Fig. 1: signal wires on met1
Drawn at 2 px/micron.
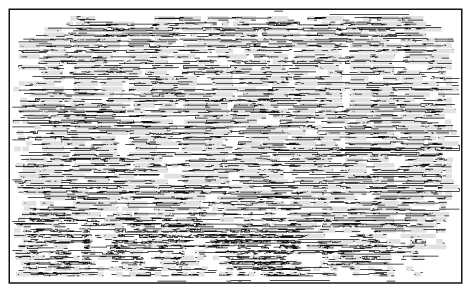
Fig. 2: met2 routing
Drawn at 3 px/micron.
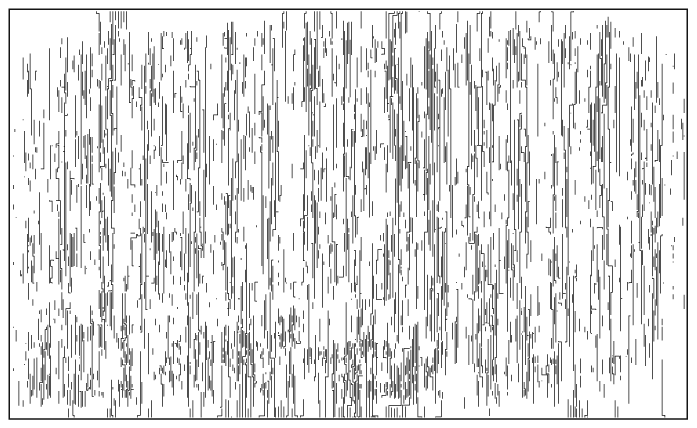
`src/rtl/video_store_buffer_if.sv`:
```
// VRAM write port between the store buffer and the framebuffer.
// The buffer presents the head entry; the VRAM side accepts it with ready.
interface video_store_buffer_if #(
  parameter int ADDR_W = 15
);
  logic              vram_valid;
  logic              vram_ready;
  logic [ADDR_W-1:0] vram_waddr;
  logic [31:0]       vram_wdata;

  modport master (
    output vram_valid,
    output vram_waddr,
    output vram_wdata,
    input  vram_ready
  );

  modport slave (
    input  vram_valid,
    input  vram_waddr,
    input  vram_wdata,
    output vram_ready
  );
endinterface

```
`src/rtl/video_store_buffer.sv`:
```
// Buffers core VRAM stores in a show-ahead FIFO and drains them to VRAM.
// Define VIDEO_COALESCE_EN to merge repeat writes to the newest entry.
module video_store_buffer #(
  parameter int          DEPTH      = 8,
  parameter logic [31:0] VRAM_BASE  = 32'h0000_8000,
  parameter int          VRAM_WORDS = 19200,
  parameter int          ADDR_W     = 15
) (
  input  logic        clk,
  input  logic        rst,
  input  logic        video_we,
  input  logic [31:0] video_addr,
  input  logic [31:0] video_data,
  input  logic        flush_req,
  video_store_buffer_if.master vram,
  output logic [$clog2(DEPTH):0] fifo_level,
  output logic        overflow,
  output logic [15:0] drop_count,
  output logic [15:0] oor_count,
  output logic        flush_done
);

  localparam int PW = $clog2(DEPTH);
  localparam int LW = PW + 1;
  localparam logic [29:0] WORDS30 = 30'(VRAM_WORDS);
  localparam logic [LW-1:0] FULL_LVL = LW'(DEPTH);

  localparam logic [0:0] IDLE  = 1'b0;
  localparam logic [0:0] DRAIN = 1'b1;

  logic [ADDR_W-1:0] mem_a [DEPTH];
  logic [31:0]       mem_d [DEPTH];
  logic [PW-1:0]     rd_ptr;
  logic [PW-1:0]     wr_ptr;
  logic [LW-1:0]     level;
  logic [0:0]        state;

  logic [31:0]       off;
  logic              in_range;
  logic [ADDR_W-1:0] idx;
  logic              wr_ok;
  logic              pop;
  logic              full;
  logic              coalesce;
  logic              push;
  logic              drop;
  logic              oor;
  logic              empty_now;

  assign off      = video_addr - VRAM_BASE;
  assign in_range = (video_addr >= VRAM_BASE)
                 && (off[1:0] == 2'b00)
                 && (off[31:2] < WORDS30);
  assign idx      = off[ADDR_W+1:2];
  assign wr_ok    = video_we && in_range;
  assign oor      = video_we && !in_range;

  assign vram.vram_valid = (level != '0);
  assign pop  = vram.vram_valid && vram.vram_ready;
  assign full = (level == FULL_LVL);

`ifdef VIDEO_COALESCE_EN
  logic [PW-1:0] tail_ptr;
  assign tail_ptr = wr_ptr - PW'(1);
  // The tail is the newest entry; it is only unsafe when it is also the head being popped.
  assign coalesce = wr_ok
                 && (level != '0)
                 && (mem_a[tail_ptr] == idx)
                 && !(pop && level == LW'(1));
`else
  assign coalesce = 1'b0;
`endif

  assign push = wr_ok && !coalesce && (!full || pop);
  assign drop = wr_ok && !coalesce && full && !pop;
  assign empty_now = (level == '0) && !push;

  assign vram.vram_waddr = vram.vram_valid ? mem_a[rd_ptr] : '0;
  assign vram.vram_wdata = vram.vram_valid ? mem_d[rd_ptr] : '0;
  assign fifo_level = level;

  always_ff @(posedge clk) begin
    if (push) begin
      mem_a[wr_ptr] <= idx;
      mem_d[wr_ptr] <= video_data;
    end
`ifdef VIDEO_COALESCE_EN
    if (coalesce) begin
      mem_d[tail_ptr] <= video_data;
    end
`endif
  end

  always_ff @(posedge clk) begin
    if (rst) begin
      rd_ptr <= '0;
      wr_ptr <= '0;
      level  <= '0;
    end else begin
      if (push) wr_ptr <= wr_ptr + PW'(1);
      if (pop)  rd_ptr <= rd_ptr + PW'(1);
      unique case ({push, pop})
        2'b10:   level <= level + LW'(1);
        2'b01:   level <= level - LW'(1);
        default: level <= level;
      endcase
    end
  end

  always_ff @(posedge clk) begin
    if (rst) begin
      overflow   <= 1'b0;
      drop_count <= '0;
      oor_count  <= '0;
    end else begin
      if (drop) overflow <= 1'b1;
      if (drop && drop_count != 16'hFFFF)
        drop_count <= drop_count + 16'd1;
      if (oor && oor_count != 16'hFFFF)
        oor_count <= oor_count + 16'd1;
    end
  end

  // A flush of an already empty buffer completes on the same edge.
  always_ff @(posedge clk) begin
    if (rst) begin
      state      <= IDLE;
      flush_done <= 1'b0;
    end else begin
      flush_done <= 1'b0;
      unique case (state)
        IDLE: begin
          if (flush_req) begin
            if (empty_now) flush_done <= 1'b1;
            else           state      <= DRAIN;
          end
        end
        DRAIN: begin
          if (empty_now) begin
            flush_done <= 1'b1;
            state      <= IDLE;
          end
        end
        default: state <= IDLE;
      endcase
    end
  end

endmodule

```
`src/flat_wrapper.sv`:
```
// flat-port wrapper written by rule: the top's interface ports become plain ports
module video_store_buffer_flat 
#(
  parameter int          DEPTH      = 8,
  parameter logic [31:0] VRAM_BASE  = 32'h0000_8000,
  parameter int          VRAM_WORDS = 19200,
  parameter int          ADDR_W     = 15
)
  (clk, rst, video_we, video_addr, video_data, flush_req, fifo_level, overflow, drop_count, oor_count, flush_done, vram_vram_valid, vram_vram_waddr, vram_vram_wdata, vram_vram_ready);
  video_store_buffer_if #(.ADDR_W(ADDR_W)) vram_i ();
  input  logic clk;
  input  logic rst;
  input  logic video_we;
  input  logic [31:0] video_addr;
  input  logic [31:0] video_data;
  input  logic flush_req;
  output logic [$clog2(DEPTH):0] fifo_level;
  output logic overflow;
  output logic [15:0] drop_count;
  output logic [15:0] oor_count;
  output logic flush_done;
  output wire logic [$bits(vram_i.vram_valid)-1:0] vram_vram_valid;
  output wire logic [$bits(vram_i.vram_waddr)-1:0] vram_vram_waddr;
  output wire logic [$bits(vram_i.vram_wdata)-1:0] vram_vram_wdata;
  input wire logic [$bits(vram_i.vram_ready)-1:0] vram_vram_ready;
  assign vram_vram_valid = vram_i.vram_valid;
  assign vram_vram_waddr = vram_i.vram_waddr;
  assign vram_vram_wdata = vram_i.vram_wdata;
  assign vram_i.vram_ready = vram_vram_ready;
  video_store_buffer #(.DEPTH(DEPTH), .VRAM_BASE(VRAM_BASE), .VRAM_WORDS(VRAM_WORDS), .ADDR_W(ADDR_W)) u_core (.clk(clk), .rst(rst), .video_we(video_we), .video_addr(video_addr), .video_data(video_data), .flush_req(flush_req), .vram(vram_i), .fifo_level(fifo_level), .overflow(overflow), .drop_count(drop_count), .oor_count(oor_count), .flush_done(flush_done));
endmodule
```
`config.mk`:
```
export PLATFORM = sky130hd
export DESIGN_NAME = video_store_buffer_flat
export DESIGN_NICKNAME = d
export VERILOG_FILES = /design/src/rtl/video_store_buffer_if.sv /design/src/rtl/video_store_buffer.sv /design/src/flat_wrapper.sv
export SDC_FILE = /design/constraint.sdc
export NUM_CORES = 1
export LEC_CHECK = 0
export CAP_MARGIN = 30
export CORE_ASPECT_RATIO = 0.6
export CORE_UTILIZATION = 57
export CTS_CLUSTER_DIAMETER = 200
export DETAILED_ROUTE_END_ITERATION = 16
export PLACE_DENSITY_LB_ADDON = 0.08
export SYNTH_ARGS = -nofsm -noshare
export SYNTH_HDL_FRONTEND = slang
export SYNTH_SLANG_ARGS = --single-unit
```
`constraint.sdc`:
```
create_clock -name clk -period 8.3 [get_ports clk]
set_input_delay 0.83 -clock clk [delete_from_list [all_inputs] [get_ports clk]]
set_output_delay 0.83 -clock clk [all_outputs]
set_load 0.005 [all_outputs]
```
==> impl_metrics.json <==
{
  "outcome": "completed",
  "regMostFlops": "u_core.mem_d",
  "tightestPinTransition_ns": 0.934,
  "crit_path_top_delay_cell": "nor4_1",
  "cts_setup_buffers": 0,
  "critPathMaxFanout": 10,
  "yosysWarnings": 0,
  "clk_latency_ns": 0.53,
  "holdWs_ns": 0.483,
  "grt_pass1_vias": 8869,
  "ant_nets": 0,
  "core_sq_mm": 0.0291,
  "peakVddDrop_mv": 0.186,
  "place.gp.congestion": 0.853,
  "max-cap-violations": 0,
  "rsz0062_at_grt": "no",
  "r2r-start": "u_core.fifo_level[0]$_SDFFE_PP0P_",
  "wl_met2_mm": 16.0,
  "period_used_share": 0.600,
  "met3WireLength_mm": 2.08,
  "cts_max_path_buffers": 3,
  "min_to": "u_core.overflow$_SDFFE_PP0P_",
  "ys_sh_simple": 0.0717,
  "cp_slowest_stage_delay_ns": 0.73,
  "warning_count": 26,
  "ys_sh_mux": 0.161,
  "grt_max_degree": 59,
  "numCtsBuffers": 38,
  "fa_ha_area_frac": 0.00630,
  "ctsHoldBuffers": 0,
  "dp.cells": 1478,
  "cp-startpoint": "video_addr[15]",
  "hold_class": "reg2reg",
  "p_int_w": 0.00392,
  "routedWlPerCell_microns": 22.3,
  "cts.sinks": 424,
  "maxSlewViolCount": 0,
  "cts_tree": "done",
  "hpwlAfterDp_mm": 20.1,
  "pwr-share-comb": 0.183,
  "port_buffers": 154,
  "ff_type": "edfxtp_1",
  "ys_cells": 954,
  "fp-row-count": 48,
  "design_area_sq_mm": 0.0205,
  "synth_area_sq_mm": 0.0171,
  "total_power_w": 0.00513,
  "top_area_frac": 0.661,
  "netlist_logic_family_top": "multiplexers",
  "hold_depth": 2,
  "synthArstFlopShare": 0,
  "drive_gt1_frac": 0.170,
  "placed_area_sq_mm": 0.0192,
  "die_area_sq_mm": 0.0307,
  "grt_util_met1": 0.363,
  "final_cell_count_no_fill": 1549,
  "crit_cells": 13,
  "critPathLaunchType": "input port",
  "fp_nets": 1031,
  "cts.root.buffer_cell": "clkbuf_16",
  "ys_chip_area_sq_mm": 0.0171,
  "syn-instance-count": 954,
  "viasPerCell": 5.95,
  "hold_viol": 0,
  "largest_register_ffs": 256,
  "path_cells": "clkdlybuf4s50_1 -> inv_1 -> ha_1 -> nor4b_1 -> nand3_1 -> and4b_1 -> nor4_1 -> o21a_1 -> ha_1 -> a21o_1 -> a21oi_1 -> mux2i_1 -> mux2_1",
  "wl_met1_mm": 16.1,
  "synth_flop_count": 424,
  "fin_util": 0.702,
  "top_usage_layer": "met1"
}
Notes on Fig. 1 above:
share of all routed wire: 46%
nets with wire on the layer: 1122

Notes on Fig. 2 above:
longest straight run: 67.3 microns
wire length on this layer: 16000 microns
main direction: vertical
drt total wl: 34.6 mm
GR Util met2: 0.351
total number of vias: 9211

-- area by class of cell --
class / instances / area [sq um] / share of cell area
Sequential cell: 424 / 12300 / 0.599
Multi-Input combinational cell: 468 / 4650 / 0.227
Timing Repair Buffer: 173 / 1710 / 0.0836
Clock buffer: 51 / 1060 / 0.0520
Tap cell: 400 / 500 / 0.0245
Clock inverter: 19 / 219 / 0.0107
Inverter: 14 / 52.6 / 0.00257
-- cells by family after synthesis --
group / after synthesis
buf+inv: 62
simple gates: 228
fa+ha+maj: 8
mux: 156
xor+xnor: 6
compound gates: 70
flops: 424
Power figures rest on the tool's default switching activity, not on a simulated workload.
